Fig. 1: pin placement
(4 px per um) Pins as bars across the die edge, other pins in grey.
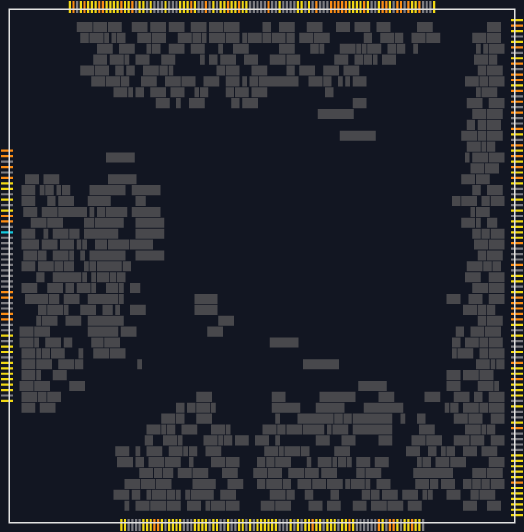
Fig. 2: wires at chosen ports, followed through buffers
(2 px per um)
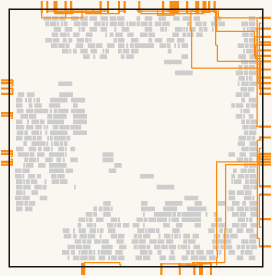
Fig. 3: cell placement
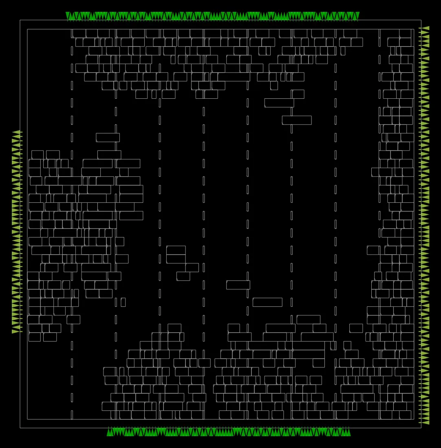
Fig. 4: metal 2
(4 px per um)
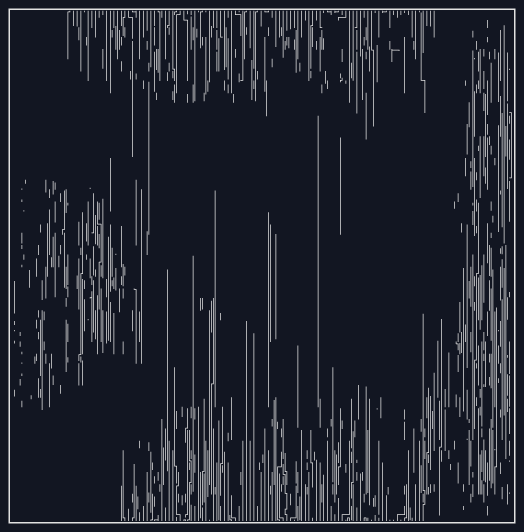
Fig. 5: metal layers overlaid
(2 px per um) Only two layers are drawn.
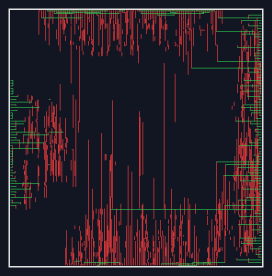
--- src/rtl/mem_arb_pkg.sv ---
`default_nettype none
// ============================================================================
// Package    : mem_arb_pkg
// Purpose    : Helper functions local to the memory arbiter.
// Ports      : none (package)
// Revision   : 1.0 - initial release
// ============================================================================
package mem_arb_pkg;

  // Index following idx in a ring of n entries.
  function automatic int rr_next(input int idx, input int n);
    return (idx + 1 >= n) ? 0 : idx + 1;
  endfunction

endpackage : mem_arb_pkg
`default_nettype wire

--- src/rtl/urv_cfg.sv ---
`default_nettype none
// ============================================================================
// Package    : urv_cfg
// Purpose    : Build-time configuration limits shared by the memory fabric.
//              Holds the legal range and default for the requester count of
//              the memory arbiter.
// Ports      : none (package)
// Revision   : 1.0 - initial release
// ============================================================================
package urv_cfg;

  localparam int N_MST_MIN     = 2;
  localparam int N_MST_MAX     = 8;
  localparam int N_MST_DEFAULT = 2;

endpackage : urv_cfg
`default_nettype wire

--- src/rtl/urv_typedef.sv ---
`default_nettype none
// ============================================================================
// Package    : urv_typedef
// Purpose    : Memory request/response payload types used on every port of
//              the memory fabric.
// Ports      : none (package)
// Revision   : 1.0 - initial release
// ============================================================================
package urv_typedef;

  // Request payload: write enable, word address, write data, byte enables.
  typedef struct packed {
    logic        we;
    logic [31:0] addr;
    logic [31:0] wdata;
    logic [3:0]  be;
  } mem_req_t;

  // Response payload: read data and an error flag.
  typedef struct packed {
    logic [31:0] rdata;
    logic        err;
  } mem_resp_t;

endpackage : urv_typedef
`default_nettype wire

--- src/rtl/rr_pick.sv ---
`default_nettype none
// ============================================================================
// Module     : rr_pick
// Purpose    : Combinational round-robin picker. Returns the first set bit
//              of the request vector, searching upward from a start pointer
//              and wrapping modulo N.
// Ports      : i_req [N-1:0]  - request vector
//              i_ptr [IW-1:0] - index where the search starts
//              o_idx [IW-1:0] - winning index (0 when nothing requests)
//              o_any          - at least one request bit is set
// Revision   : 1.0 - initial release
// ============================================================================
module rr_pick #(
  parameter int N  = 2,
  parameter int IW = $clog2(N)
) (
  input  logic [N-1:0]  i_req,
  input  logic [IW-1:0] i_ptr,
  output logic [IW-1:0] o_idx,
  output logic          o_any
);

  logic [IW:0]   w_sum;
  logic [IW-1:0] w_cand;

  // Walk the offsets from farthest to nearest so that the candidate
  // closest to the pointer is the last one written and therefore wins.
  always_comb begin
    o_idx  = '0;
    o_any  = 1'b0;
    w_sum  = '0;
    w_cand = '0;
    for (int k = N - 1; k >= 0; k--) begin
      w_sum = {1'b0, i_ptr} + (IW+1)'(k);
      if (w_sum >= (IW+1)'(N)) begin
        w_sum = w_sum - (IW+1)'(N);
      end
      w_cand = w_sum[IW-1:0];
      if (i_req[w_cand]) begin
        o_idx = w_cand;
        o_any = 1'b1;
      end
    end
  end

endmodule : rr_pick
`default_nettype wire

--- src/rtl/mem_arb.sv ---
`default_nettype none
// ============================================================================
// Module     : mem_arb
// Purpose    : Round-robin arbiter sharing one downstream memory port among
//              N_MST requesters. Exactly one transaction is outstanding
//              downstream; the grant is held from request through response.
// Ports      : clk_i, rst_i          - clock, synchronous active-high reset
//              m_req_valid/ready/m_req   - per-requester request channel
//              m_resp_valid/ready/m_resp - per-requester response channel
//              s_req_valid/ready/s_req   - shared downstream request channel
//              s_resp_valid/ready/s_resp - shared downstream response channel
//              busy                 - transaction in flight
//              gnt_idx              - current or last grant owner
// Revision   : 1.0 - initial release
// ============================================================================
module mem_arb
  import urv_cfg::*;
  import urv_typedef::*;
  import mem_arb_pkg::*;
#(
  parameter int N_MST = N_MST_DEFAULT
) (
  input  logic                       clk_i,
  input  logic                       rst_i,
  input  logic [N_MST-1:0]           m_req_valid,
  output logic [N_MST-1:0]           m_req_ready,
  input  mem_req_t [N_MST-1:0]       m_req,
  output logic [N_MST-1:0]           m_resp_valid,
  input  logic [N_MST-1:0]           m_resp_ready,
  output mem_resp_t [N_MST-1:0]      m_resp,
  output logic                       s_req_valid,
  input  logic                       s_req_ready,
  output mem_req_t                   s_req,
  input  logic                       s_resp_valid,
  output logic                       s_resp_ready,
  input  mem_resp_t                  s_resp,
  output logic                       busy,
  output logic [$clog2(N_MST)-1:0]   gnt_idx
);

  localparam int IW = $clog2(N_MST);

  typedef enum logic [1:0] {
    ARB_IDLE = 2'd0,
    ARB_REQ  = 2'd1,
    ARB_RSP  = 2'd2
  } arb_state_e;

  arb_state_e    r_state;
  arb_state_e    w_state_nxt;
  logic [IW-1:0] r_gnt_idx;
  logic [IW-1:0] r_rr_ptr;
  logic [IW-1:0] w_gnt_nxt;
  logic [IW-1:0] w_ptr_nxt;
  logic [IW-1:0] w_win_idx;
  logic          w_win_any;

  rr_pick #(
    .N  (N_MST),
    .IW (IW)
  ) u_rr_pick (
    .i_req (m_req_valid),
    .i_ptr (r_rr_ptr),
    .o_idx (w_win_idx),
    .o_any (w_win_any)
  );

  // State register together with the grant owner and round-robin pointer.
  always_ff @(posedge clk_i) begin
    if (rst_i) begin
      r_state   <= ARB_IDLE;
      r_gnt_idx <= '0;
      r_rr_ptr  <= '0;
    end else begin
      r_state   <= w_state_nxt;
      r_gnt_idx <= w_gnt_nxt;
      r_rr_ptr  <= w_ptr_nxt;
    end
  end

  // Next-state logic. The pointer only advances on a completed response,
  // so an owner that withdraws its request keeps first place next time.
  always_comb begin
    w_state_nxt = r_state;
    w_gnt_nxt   = r_gnt_idx;
    w_ptr_nxt   = r_rr_ptr;
    unique case (r_state)
      ARB_IDLE: begin
        if (w_win_any) begin
          w_state_nxt = ARB_REQ;
          w_gnt_nxt   = w_win_idx;
        end
      end
      ARB_REQ: begin
        if (!m_req_valid[r_gnt_idx]) begin
          w_state_nxt = ARB_IDLE;
        end else if (s_req_ready) begin
          w_state_nxt = ARB_RSP;
        end
      end
      ARB_RSP: begin
        if (s_resp_valid && m_resp_ready[r_gnt_idx]) begin
          w_state_nxt = ARB_IDLE;
          w_ptr_nxt   = IW'(rr_next(int'(r_gnt_idx), N_MST));
        end
      end
      default: begin
        w_state_nxt = ARB_IDLE;
      end
    endcase
  end

  // Output steering. Payloads are pure muxes; only valid/ready depend on
  // state. Every requester sees s_resp and qualifies it with its own valid.
  always_comb begin
    m_req_ready  = '0;
    m_resp_valid = '0;
    s_req_valid  = 1'b0;
    s_resp_ready = 1'b0;
    s_req        = m_req[r_gnt_idx];
    for (int i = 0; i < N_MST; i++) begin
      m_resp[i] = s_resp;
    end
    busy    = (r_state != ARB_IDLE);
    gnt_idx = r_gnt_idx;
    unique case (r_state)
      ARB_REQ: begin
        s_req_valid              = m_req_valid[r_gnt_idx];
        m_req_ready[r_gnt_idx]   = s_req_ready;
      end
      ARB_RSP: begin
        m_resp_valid[r_gnt_idx]  = s_resp_valid;
        s_resp_ready             = m_resp_ready[r_gnt_idx];
      end
      default: begin
      end
    endcase
  end

endmodule : mem_arb
`default_nettype wire

--- config.mk ---
export PLATFORM = sky130hd
export DESIGN_NAME = mem_arb
export DESIGN_NICKNAME = d
export VERILOG_FILES = /design/src/rtl/mem_arb_pkg.sv /design/src/rtl/urv_cfg.sv /design/src/rtl/urv_typedef.sv /design/src/rtl/rr_pick.sv /design/src/rtl/mem_arb.sv
export SDC_FILE = /design/constraint.sdc
export NUM_CORES = 1
export LEC_CHECK = 0
export ABC_AREA = 1
export CAP_MARGIN = 10
export CORE_AREA = 2 2 124 126
export DETAILED_ROUTE_END_ITERATION = 12
export DIE_AREA = 0 0 126 128
export SLEW_MARGIN = 10
export SYNTH_ARGS = -nofsm -noshare
export SYNTH_HDL_FRONTEND = slang
export SYNTH_SLANG_ARGS = --single-unit
--- constraint.sdc ---
create_clock -name clk_i -period 1 [get_ports clk_i]
set_input_delay 0.2 -clock clk_i [delete_from_list [all_inputs] [get_ports clk_i]]
set_output_delay 0.2 -clock clk_i [all_outputs]
set_load 0.02 [all_outputs]
==> metrics.yaml <==
status: "complete, but fails checks"
failed_checks: "negative setup slack"
wire_per_inst_um: 14.92
ctsHoldBuffers: 0
rows: 45
setup_viol: 80
drc: 0
grt_pass1_wl_mm: 13.71
yosys_area_um2: 1633
post-cts-setup-buffers: 9
ir_drop_mv: 0.6055
die_w_um: 126
hold_depth: 0
numClockSinks: 4
drive_gt1_share_pct: 56.87
synthCells: 335
cts-buffers-inserted: 3
fin_ws_ps: -497.7
relSlewSlack_pct: 85.83
dp.final_hpwl_mm: 6.921
ys_seq_share_pct: 4.904
num_antenna_cells: 0
clockBufferDepth: 2
crit_path_max_incr_delay_ps: 430
-- Fig. 1 (at the start) --
port	colour	pins	direction	edge
`gnt_idx`	cyan	1	output	left
`m_req`	yellow	138	input	44 bottom, 40 top, 40 right, 14 left
`m_resp`	orange	66	output	24 right, 24 top, 10 left, 8 bottom
all pins by edge	100 top, 92 right, 83 bottom, 47 left

-- Fig. 2 (at the start) --
port	colour	direction	edge	end cells	wire
`m_resp`	orange	output	24 right, 24 top, 10 left, 8 bottom	0	952 um
input/output buffers: 222
Ports: 322

-- Fig. 3 (at the start) --
TAP cells: 188
Fill cells: 1511
final std cells w/o fill: 712

-- Fig. 4 (at the start) --
share of all routed wire	53%
nets with wire on the layer	559

-- Fig. 5 (at the start) --
layer	colour	wire length
metal 2	red	5600 um
metal 3	green	1080 um

## report_power, final
part           internal [uW]  switching (uW)
logic                   1770            1440
clock network            527             124
registers                177            24.8
## critical path: cells and delay by family, from the launching register on
kind / cells / cell delay, ps
flip-flops: 1 / 430
buffers and inverters: 4 / 530
AND/OR/NAND/NOR: 2 / 90
## routing by layer
metal	vias up	track usage (%)	share of wire, %
li1	1315	-	-
met5	-	0	0
met3	24	4.174	10
met1	1117	11.18	35
met2	159	20.37	53
met4	0	2.780	2.0
## cell type report
cell class,count,area share [%]
Timing Repair Buffer,266,59.09
Sequential cell,4,1.671
Multi-Input combinational cell,240,31.87
Clock buffer,4,1.526
Inverter,9,0.8961
Tap cell,188,4.553
Timing Repair inverter,1,0.3875
## synthesized netlist by cell type
library cell | number | area share [%]
a21oi_1 | 5 | 1.5
buf_2 | 13 | 4.0
inv_1 | 8 | 1.8
nand3_1 | 3 | 0.92
buf_6 | 2 | 1.4
nand2_2 | 3 | 1.1
o211ai_1 | 1 | 0.46
buf_4 | 67 | 31
dfxtp_1 | 4 | 4.9
nor3_1 | 4 | 1.2
inv_2 | 1 | 0.23
nor2_1 | 6 | 1.4
o21ai_0 | 1 | 0.31
nand2_1 | 217 | 50
## kinds of logic after synthesis
group                  Yosys count
AND/OR/NAND/NOR                233
buffers and inverters           91
AND-OR/OR-AND                    7
flip-flops                       4
## state kept, by name, indices dropped and copies added, names as in the netlist
name,cells
gnt_idx,1
r_rr_ptr,1
r_state,2
## per-stage QoR
step	util [%]	setup TNS (ps)
after floorplan	-	-5840
after global placement	26.30	-48470
after detailed placement	26.30	-48610
after CTS	30.89	-32430
after global routing	34.76	-38200
final	34.76	-34560
